`src/rtl/seg7_scan_ctrl.sv`:
```
// rtl/seg7_scan_ctrl.sv - binary-to-BCD converting, prescaled 4-digit 7-segment scan controller
// Optional leading-zero blanking is enabled by defining SEG7_LZB_EN.
module seg7_scan_ctrl #(
  parameter int PRESCALE  = 50000,
  parameter int CLAMP_VAL = 9999
) (
  input  logic        clk,
  input  logic        rst,
  input  logic [13:0] in14,
  input  logic        in_valid,
  output logic        in_ready,
  output logic        ovf,
  output logic        busy,
  output logic [3:0]  out4_scan,
  output logic [6:0]  out7_seg
);
  localparam int PW = (PRESCALE > 1) ? $clog2(PRESCALE) : 1;

  typedef enum logic [1:0] {IDLE, CONV, DONE} state_e;

  state_e        state_q, state_d;
  logic [13:0]   bin_q, bin_d;
  logic [15:0]   bcd_q, bcd_d;
  logic [14:0]   bcd_adj;
  logic [3:0]    cnt_q, cnt_d;
  logic          ovf_pend_q, ovf_pend_d;
  logic [15:0]   disp_q, disp_d;
  logic          ovf_q, ovf_d;
  logic [PW-1:0] pre_q, pre_d;
  logic [1:0]    idx_q, idx_d;
  logic [3:0]    scan_q, scan_d;
  logic [6:0]    seg_q, seg_d;
  logic [3:0]    nib;
  logic          blank;
  logic          accept;

  always_ff @(posedge clk) begin
    if (rst) state_q <= IDLE;
    else     state_q <= state_d;
  end

  always_comb begin
    state_d = state_q;
    case (state_q)
      IDLE:    if (accept) state_d = CONV;
      CONV:    if (cnt_q == 4'd13) state_d = DONE;
      DONE:    state_d = IDLE;
      default: state_d = IDLE;
    endcase
  end

  always_comb begin
    in_ready = (state_q == IDLE);
    busy     = (state_q != IDLE);
  end

  assign accept = in_valid & in_ready;

  // Thousands nibble never reaches 5 mid-conversion because inputs are clamped to 9999.
  always_comb begin
    bcd_adj = bcd_q[14:0];
    for (int i = 0; i < 3; i++) begin
      if (bcd_q[4*i +: 4] >= 4'd5) bcd_adj[4*i +: 4] = bcd_q[4*i +: 4] + 4'd3;
    end
  end

  always_comb begin
    bin_d      = bin_q;
    bcd_d      = bcd_q;
    cnt_d      = cnt_q;
    ovf_pend_d = ovf_pend_q;
    disp_d     = disp_q;
    ovf_d      = ovf_q;
    case (state_q)
      IDLE: begin
        if (accept) begin
          if (in14 > 14'd9999) begin
            bin_d      = 14'(CLAMP_VAL);
            ovf_pend_d = 1'b1;
          end else begin
            bin_d      = in14;
            ovf_pend_d = 1'b0;
          end
          bcd_d = '0;
          cnt_d = '0;
        end
      end
      CONV: begin
        {bcd_d, bin_d} = {bcd_adj, bin_q, 1'b0};
        cnt_d          = cnt_q + 4'd1;
      end
      DONE: begin
        disp_d = bcd_q;
        ovf_d  = ovf_pend_q;
      end
      default: ;
    endcase
  end

  always_comb begin
    pre_d = pre_q + 1'b1;
    idx_d = idx_q;
    if (pre_q == PW'(PRESCALE - 1)) begin
      pre_d = '0;
      idx_d = idx_q + 2'd1;
    end
  end

  assign nib = disp_q[{idx_q, 2'b00} +: 4];

`ifdef SEG7_LZB_EN
  always_comb begin
    case (idx_q)
      2'd1:    blank = (disp_q[15:4] == 12'd0);
      2'd2:    blank = (disp_q[15:8] == 8'd0);
      2'd3:    blank = (disp_q[15:12] == 4'd0);
      default: blank = 1'b0;
    endcase
  end
`else
  assign blank = 1'b0;
`endif

  always_comb begin
    scan_d = ~(4'b0001 << idx_q);
    case (nib)
      4'd0:    seg_d = 7'b1000000;
      4'd1:    seg_d = 7'b1111001;
      4'd2:    seg_d = 7'b0100100;
      4'd3:    seg_d = 7'b0110000;
      4'd4:    seg_d = 7'b0011001;
      4'd5:    seg_d = 7'b0010010;
      4'd6:    seg_d = 7'b0000010;
      4'd7:    seg_d = 7'b1111000;
      4'd8:    seg_d = 7'b0000000;
      4'd9:    seg_d = 7'b0010000;
      default: seg_d = 7'b1111111;
    endcase
    if (blank) begin
      scan_d = 4'b1111;
      seg_d  = 7'b1111111;
    end
  end

  always_ff @(posedge clk) begin
    if (rst) begin
      bin_q      <= '0;
      bcd_q      <= '0;
      cnt_q      <= '0;
      ovf_pend_q <= 1'b0;
      disp_q     <= '0;
      ovf_q      <= 1'b0;
      pre_q      <= '0;
      idx_q      <= '0;
      scan_q     <= 4'b1110;
      seg_q      <= 7'b1000000;
    end else begin
      bin_q      <= bin_d;
      bcd_q      <= bcd_d;
      cnt_q      <= cnt_d;
      ovf_pend_q <= ovf_pend_d;
      disp_q     <= disp_d;
      ovf_q      <= ovf_d;
      pre_q      <= pre_d;
      idx_q      <= idx_d;
      scan_q     <= scan_d;
      seg_q      <= seg_d;
    end
  end

  assign ovf       = ovf_q;
  assign out4_scan = scan_q;
  assign out7_seg  = seg_q;
endmodule
```
`config.mk`:
```
export PLATFORM = sky130hd
export DESIGN_NAME = seg7_scan_ctrl
export DESIGN_NICKNAME = d
export VERILOG_FILES = /design/src/rtl/seg7_scan_ctrl.sv
export SDC_FILE = /design/constraint.sdc
export NUM_CORES = 1
export LEC_CHECK = 0
export CAP_MARGIN = 20
export CORE_MARGIN = 2
export CORE_UTILIZATION = 40
export DETAILED_ROUTE_END_ITERATION = 16
export DONT_BUFFER_PORTS = 1
export PLACE_DENSITY_LB_ADDON = 0.1
export REMOVE_ABC_BUFFERS = 1
export SLEW_MARGIN = 0
export SYNTH_ARGS = -nofsm -noshare
export SYNTH_HDL_FRONTEND = slang
export SYNTH_SLANG_ARGS = --single-unit
```
`constraint.sdc`:
```
create_clock -name clk -period 2.11 [get_ports clk]
set_input_delay 0.211 -clock clk [delete_from_list [all_inputs] [get_ports clk]]
set_output_delay 0.211 -clock clk [all_outputs]
set_load 0.01 [all_outputs]
```
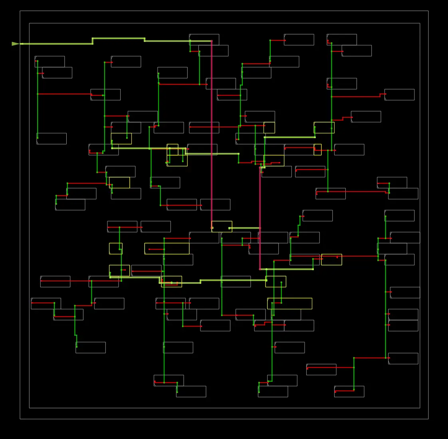
run_1/clock_nets.png
clock skew: 0.009947 ns
clk sinks: 83
CTS buffer count: 9
Latency at later pin: 0.35 ns
P_clk: 1270 uW

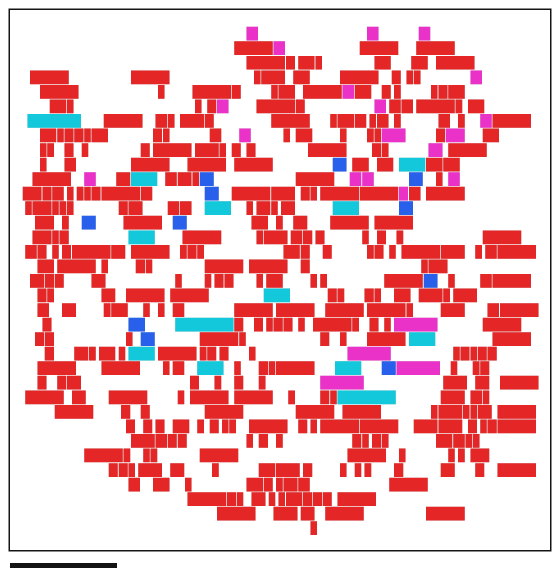
run_1/sizing.png
Scale bar: 20 um.
Key: cyan = x6 and larger [cells 13, share 2.9%]; blue = x3 and x4 [cells 11, share 2.5%]; red = x1 and smaller [cells 397, share 90%]; magenta = x2 [cells 22, share 5.0%]

==> results.json, run 1 <==
{
  "outcome": "finished clean",
  "ys_cells": 441,
  "r2r_slack_ns": 0.29,
  "clock.fmax_ghz": 0.5490,
  "worstRegToRegCells": 7,
  "wl_met2_mm": 3.226,
  "min_from": "in14[12]",
  "die_x_um": 101.0,
  "met1_usage": 0.1974,
  "top_area_cell": "dfxtp_1",
  "syn_inst": 441,
  "min_period_ns": 1.821,
  "place_inst": 533,
  "r2r-start": "idx_q[0]$_SDFFE_PP0P_",
  "p_leak_uw": 0.001426,
  "required_ns": 2.39,
  "holdWs_ns": 0.04798,
  "ys_sh_simple": 0.2278,
  "buffers": 13,
  "yosysMostFrequentCell": "dfxtp_1",
  "synth.area.top_cells": "dfxtp_1 44%, nand2_1 6.4%, ha_1 6.0%, a21oi_1 5.6%, nor2_1 4.7%",
  "clock_area_frac": 0.05517,
  "setup.worst_path.start": "idx_q[0]$_SDFFE_PP0P_",
  "drive_gt1_frac": 0.1038,
  "r2r-end": "out7_seg[3]$_SDFF_PP0_",
  "clkbuf_count": 10,
  "nNonClkInverters": 14,
  "wl_mm": 7.230,
  "peakVddDrop_mv": 0.3636,
  "lay_top_cells": "83 x dfxtp_1, 64 x nand2_1, 47 x nor2_1",
  "final_common_cell": "dfxtp_1",
  "grt_pass1_wl_mm": 12.53,
  "flop_area_mm2": 0.001662,
  "crit_top_cell": "nor2_1",
  "max_slew_margin": 0.5599,
  "crit_end": "out7_seg[3]$_SDFF_PP0_",
  "slew_violations": 0
}
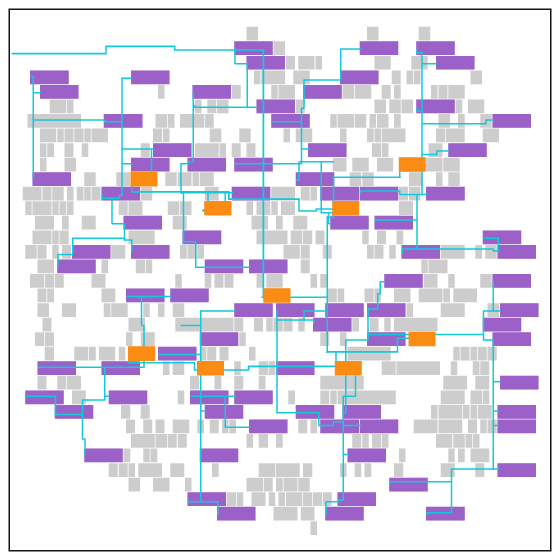
run_1/clock_wires.png
Key: cyan = clock wires [length 1030 um]; orange = clock-net drivers [count 9]; purple = flip-flops [count 83]
Position of the flops: widely spread. There are 10 routed clock nets.
Clock power frac: 0.415

==> run 1: per-stage QoR <==
step / power [uW] / setup slack, ns
floorplan: 1754 / 0.07260
global placement: 1797 / 0.3523
detailed placement: 1798 / 0.3061
CTS: 3111 / 0.2697
global route: 3202 / 0.1625
finish: 3060 / 0.2886
==> run 1: power by group <==
part           internal, uW  switching, uW  total, uW  leakage (uW)
clock network           698            572       1270      0.000108
registers              1600           23.7       1620      0.000672
logic                  59.1            109        168      0.000645
total                  2360            705       3060       0.00143
==> run 1: worst max-delay path, delay by kind of cell, from the launching register on <==
| kind | cells | cell delay, ns |
|---|---|---|
| simple gates | 2 | 0.10 |
| fa+ha+maj | 1 | 0.17 |
| mux | 1 | 0.60 |
| compound gates | 2 | 0.30 |
| flops | 1 | 0.40 |
| buf+inv | 1 | 0.17 |
==> run 2: changes to the inputs <==
--- a/config.mk
+++ b/config.mk
@@ -12,6 +12,7 @@
 export DONT_BUFFER_PORTS = 1
 export PLACE_DENSITY_LB_ADDON = 0.1
 export REMOVE_ABC_BUFFERS = 1
+export SETUP_SLACK_MARGIN = 0.1
 export SLEW_MARGIN = 0
 export SYNTH_ARGS = -nofsm -noshare
 export SYNTH_HDL_FRONTEND = slang
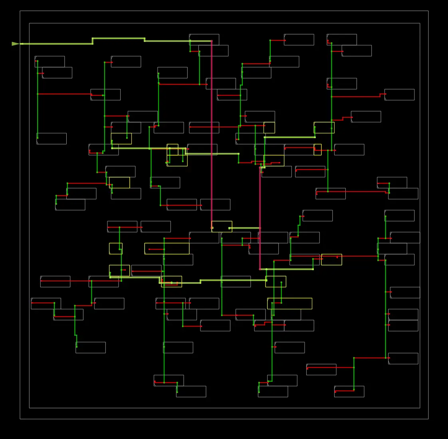
run_2/clock_nets.png
num sequential: 83
CLK BUF: 10

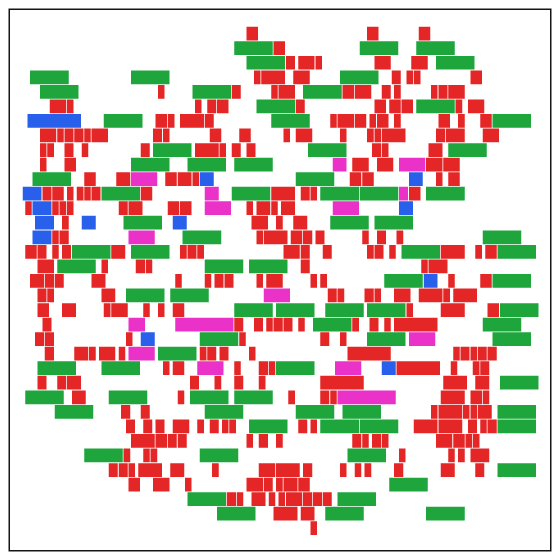
run_2/class_map.png
Key: green = registers [cells 83, share of their area 42%]; red = remaining logic cells [cells 331, share of their area 49%]; magenta = clock drivers and dummy loads [cells 16, share of their area 5.7%]; blue = remaining buffers and delay cells [cells 13, share of their area 3.2%]

==> run 2 against run 1 <==
Against the previous run:
- fmax unchanged
- sequential share of layout area unchanged
- clock power about the same
- combinational power about the same
- register-to-register slack about the same
- sequential power about the same
- clock-buffer cell count unchanged
- critical path depth unchanged
- first-iteration DRC count unchanged
- die size unchanged
- via count unchanged
- final area unchanged
==> results.json, run 2 <==
{
  "clock.fmax_ghz": 0.5490,
  "drc": 0,
  "min_period_ns": 1.821,
  "setup.worst_path.start": "idx_q[0]$_SDFFE_PP0P_",
  "p_switching_uw": 704.6,
  "yosysMostFrequentCell": "dfxtp_1",
  "grtUsageTotal": 0.1535,
  "worst_slack_ns": 0.2886,
  "power_uw": 3060,
  "top_area_cell": "dfxtp_1",
  "comb_cells": 317,
  "path_class": "flip-flop to flip-flop",
  "r2r-end": "out7_seg[3]$_SDFF_PP0_",
  "required_ns": 2.39,
  "p_int_uw": 2356,
  "path_cells": "mux4_2 > inv_1 > ha_1 > nor2_1 > a21oi_1 > nor2_1 > a211oi_1",
  "combGateArea_mm2": 0.001898,
  "worstRegToRegCells": 7,
  "synthTopCellsByCount": "83 x dfxtp_1, 64 x nand2_1, 47 x nor2_1, 42 x a21oi_1, 18 x ha_1",
  "yosys_area_mm2": 0.003762,
  "sh_comb_area": 0.4624,
  "h-tree-depth": 3,
  "edf_count": 0,
  "cts_buffers": 9,
  "ys_types": 44,
  "crit_end": "out7_seg[3]$_SDFF_PP0_",
  "grtUsageMet3": 0.04854,
  "tightest_slew_ns": 0.6601,
  "drt-met1-wl_mm": 3.576,
  "rows": 35,
  "ys_sh_simple": 0.2278,
  "ys_cells": 441,
  "wl_mm": 7.230,
  "crit_top_cell": "nor2_1",
  "peakVddDrop_mv": 0.3636,
  "buf_share": 0.03109,
  "final_common_cell": "dfxtp_1",
  "max_slew_margin": 0.5599,
  "syn_inst": 441,
  "holdWs_ns": 0.04798,
  "place_inst": 533,
  "netlist_area_mm2": 0.003762,
  "grt_pass1_wl_mm": 12.53,
  "drv_cap": 0,
  "r2r_slack_ns": 0.29,
  "syn_to_final_growth_pct": 9.112,
  "synth.area.top_cells": "dfxtp_1 44%, nand2_1 6.4%, ha_1 6.0%, a21oi_1 5.6%, nor2_1 4.7%",
  "die_x_um": 101.0,
  "synthArstFlopShare": 0,
  "pwr-share-seq": 0.530,
  "p_comb_frac": 0.055,
  "synth.logic.top_family": "simple AND/OR/NAND/NOR gates",
  "fin_worst_skew_ns": 0.009947,
  "met1_usage": 0.1974,
  "dp_slack_ns": 0.3061,
  "outcome": "finished clean",
  "dieArea_mm2": 0.01020,
  "wl_met2_mm": 3.226,
  "lay_top_cells": "83 x dfxtp_1, 64 x nand2_1, 47 x nor2_1",
  "buffers": 13,
  "place_congestion": 0.8068,
  "slew_violations": 0,
  "num_vias": 2893,
  "drive_gt1_frac": 0.1038,
  "min_from": "in14[12]",
  "ys_seq_elements": 83,
  "worstSkewPairLatency_ns": 0.35,
  "p_sw_frac": 0.2302,
  "r2r-start": "idx_q[0]$_SDFFE_PP0P_",
  "clock_sinks": 83,
  "nNonClkInverters": 14,
  "cpPeakStageDelay_ns": 0.60,
  "holdPathEnd": "bin_q[12]$_SDFFE_PP0P_",
  "setup_tns_ns": 0,
  "post-route-period-util": 0.8632,
  "grt_pass1_vias": 2688,
  "clkPwrFrac": 0.415,
  "ys_sh_adder": 0.05986,
  "p_leak_uw": 0.001426,
  "busiest_layer": "met2",
  "clock_area_frac": 0.05517
}
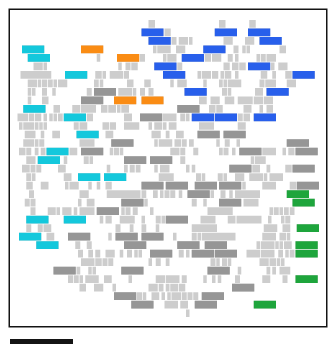
run_2/ff_map.png
Scale bar: 20 um. Other sequential cells in the stronger gray, the rest of the logic in the fainter gray.
Key: green = out7_seg [placed flops 7, where south-east]; cyan = bin_q [placed flops 14]; orange = cnt_q [placed flops 4]; blue = pre_q [placed flops 16]
Another 42 sequential cells are not colored.
Seq/total area: 0.4048
Seq group: 1620 uW
Register Area: 0.001662 mm^2

## run 2: cell counts after synthesis
No cell type changed its count.
## run 2: critical path: cells and delay by family, from the launching register on
kind | cells | cell delay (ns)
mux | 1 | 0.60
flops | 1 | 0.40
compound gates | 2 | 0.30
buf+inv | 1 | 0.17
fa+ha+maj | 1 | 0.17
simple gates | 2 | 0.10
## run 2: power by group through the flow
stage,logic (uW),registers [uW],clock network (uW)
6_report,168,1620,1270
5_1_grt,191,1630,1380
4_1_cts,171,1620,1320
3_5_place_dp,139,1660,0
3_3_place_gp,139,1660,0
2_1_floorplan,101,1650,0
## run 2: repair_timing
action                    4_1_cts  5_1_grt
hold endpoints to repair       68        0
gates resized                   0        0
hold buffers                    5        0
setup buffers                   0        0
==> run 3: changes to the inputs <==
--- a/config.mk
+++ b/config.mk
@@ -11,7 +11,6 @@
 export DETAILED_ROUTE_END_ITERATION = 16
 export DONT_BUFFER_PORTS = 1
 export PLACE_DENSITY_LB_ADDON = 0.1
-export REMOVE_ABC_BUFFERS = 1
 export SETUP_SLACK_MARGIN = 0.1
 export SLEW_MARGIN = 0
 export SYNTH_ARGS = -nofsm -noshare
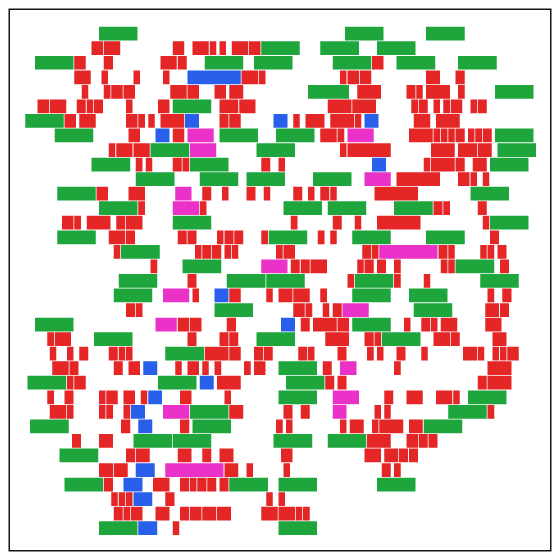
run_3/class_map.png
Key: blue = remaining buffers and delay cells [cells 17, share of their area 3.9%]; red = remaining logic cells [cells 331, share of their area 49%]; magenta = clock drivers and dummy loads [cells 16, share of their area 5.8%]; green = registers [cells 83, share of their area 42%]

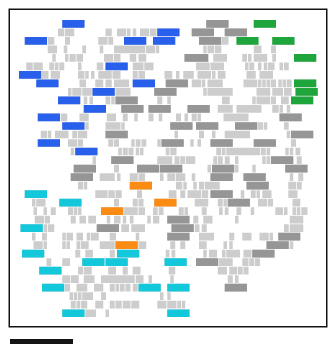
run_3/ff_map.png
Scale bar: 20 um. Other sequential cells in the stronger gray, the rest of the logic in the fainter gray.
Key: orange = cnt_q [placed flops 4]; green = out7_seg [placed flops 7, where north-east]; cyan = bin_q [placed flops 14]; blue = pre_q [placed flops 16, where north-west]

==> run 3 against run 2 <==
Against the previous run:
- register-to-register slack better by 0.02 ns
- routed wire length increased by 3.6%
- via count about the same
- non-clock buffer count rose by 4
==> results.json, run 3 <==
{
  "grt_pass1_wl_mm": 13.18,
  "min_path_type": "input pin to flip-flop",
  "clock_sinks": 83,
  "yosys.area_share.xor_xnor": 0.05121,
  "path_class": "flip-flop to flip-flop",
  "synthArstFlopShare": 0,
  "final_common_cell": "dfxtp_1",
  "worstSkewPairLatency_ns": 0.35,
  "synthTopCellsByCount": "83 x dfxtp_1, 64 x nand2_1, 47 x nor2_1, 42 x a21oi_1, 18 x ha_1",
  "fp_nets": 476,
  "seq_share": 0.4013,
  "p_comb_frac": 0.057,
  "ys_sh_adder": 0.05986,
  "outcome": "finished clean",
  "synth.area.top_cells": "dfxtp_1 44%, nand2_1 6.4%, ha_1 6.0%, a21oi_1 5.6%, nor2_1 4.7%",
  "ys_sh_mux": 0.02927,
  "flop-count": 83,
  "wl_met2_mm": 3.539,
  "holdWs_ns": 0.05264,
  "drc": 0,
  "p_switching_uw": 736.6,
  "clock_net_power_uw": 1320,
  "yosysMostFrequentCell": "dfxtp_1",
  "peakVddDrop_mv": 0.3122,
  "max_slew_margin": 0.5662,
  "busiest_layer": "met2",
  "post-route-period-util": 0.8549,
  "p_seq_uw": 1620,
  "required_ns": 2.39,
  "clock_area_frac": 0.05646,
  "path_cells": "mux4_2 > inv_1 > ha_1 > nor2_1 > a21oi_1 > nor2_1 > a211oi_1",
  "dieArea_mm2": 0.01020,
  "buf_share": 0.03804,
  "edf_count": 0,
  "ys_cells": 441,
  "syn_to_final_growth_pct": 10.14,
  "drv_cap": 0,
  "ys_sh_simple": 0.2278,
  "synth.logic.top_family": "simple AND/OR/NAND/NOR gates",
  "fin_worst_skew_ns": 0.01006,
  "cp_top_family": "multiplexers",
  "p_comb_uw": 176,
  "p_int_uw": 2377,
  "flop_area_mm2": 0.001663,
  "met1_usage": 0.2089,
  "grt_max_degree": 69,
  "min_period_ns": 1.804,
  "grtUsageMet3": 0.02635,
  "nNonClkInverters": 14,
  "clock.fmax_ghz": 0.5544,
  "power_leader": "sequential cells",
  "crit_top_cell": "nor2_1",
  "syn_area_per_cell_um2": 8.531,
  "worst_slack_ns": 0.3062,
  "cts_buffers": 9,
  "tightest_slew_ns": 0.6507,
  "wl_mm": 7.490,
  "drt-met1-wl_mm": 3.659,
  "clkbuf_count": 10,
  "power_uw": 3114,
  "netlist_area_mm2": 0.003762,
  "dp_slack_ns": 0.2330,
  "pwr-share-seq": 0.521,
  "comb_cells": 317,
  "place_congestion": 0.8099,
  "ys_seq_elements": 83,
  "setup_tns_ns": 0,
  "die_x_um": 101.0,
  "cts_resized": 0,
  "fin_area_mm2": 0.004144,
  "grtUsageTotal": 0.1615,
  "num_vias": 2895,
  "p_sw_frac": 0.2365,
  "combGateArea_mm2": 0.001898,
  "ys_types": 44,
  "drive_gt1_frac": 0.1141,
  "rows": 35,
  "critPathMaxFanout": 6,
  "yosys_area_mm2": 0.003762,
  "buffers": 17,
  "grt_pass1_vias": 2857,
  "lay_top_cells": "82 x dfxtp_1, 64 x nand2_1, 47 x nor2_1",
  "syn_inst": 441,
  "cpPeakStageDelay_ns": 0.58,
  "sh_comb_area": 0.4580,
  "place_inst": 537,
  "path_buffers": 1,
  "postCtsSetupRepairBufs": 0,
  "clkPwrFrac": 0.423
}
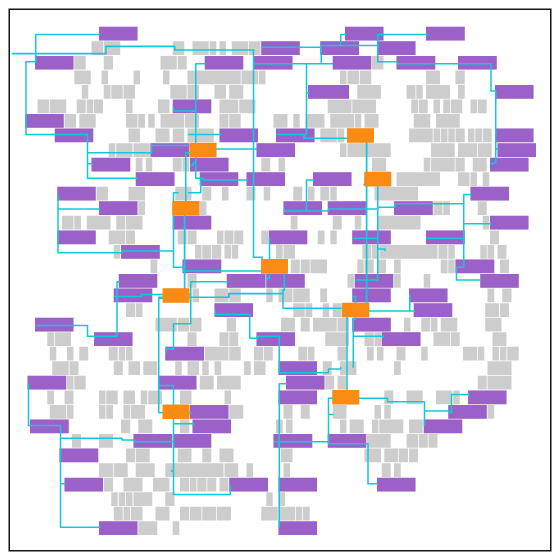
run_3/clock_wires.png
Key: orange = clock-net drivers [count 9]; purple = flip-flops [count 83]; cyan = clock wires [length 1070 um]
There are 10 routed clock nets. Position of the flops: widely spread.

==> run 3: worst reg2reg max path, stage by stage (launching register included) <==
cell      delay (ns)
dfxtp_2         0.40
mux4_2          0.58
inv_1           0.16
ha_1            0.17
nor2_1          0.04
a21oi_1         0.11
nor2_1          0.07
a211oi_1        0.19
==> run 3: path summary, 6_finish.rpt <==
check | from | to | slack, ns | cells past startpoint
setup / recovery | idx_q[0]$_SDFFE_PP0P_ | out7_seg[3]$_SDFF_PP0_ | 0.31 | 7
hold / removal | in14[11] | bin_q[11]$_SDFFE_PP0P_ | 0.05 | 2
setup reg to reg | idx_q[0]$_SDFFE_PP0P_ | out7_seg[3]$_SDFF_PP0_ | 0.31 | 7
hold reg to reg | bin_q[13]$_SDFFE_PP0P_ | bcd_q[0]$_SDFFE_PP0P_ | 0.46 | 2
Power is estimated from default activity; no workload was simulated.
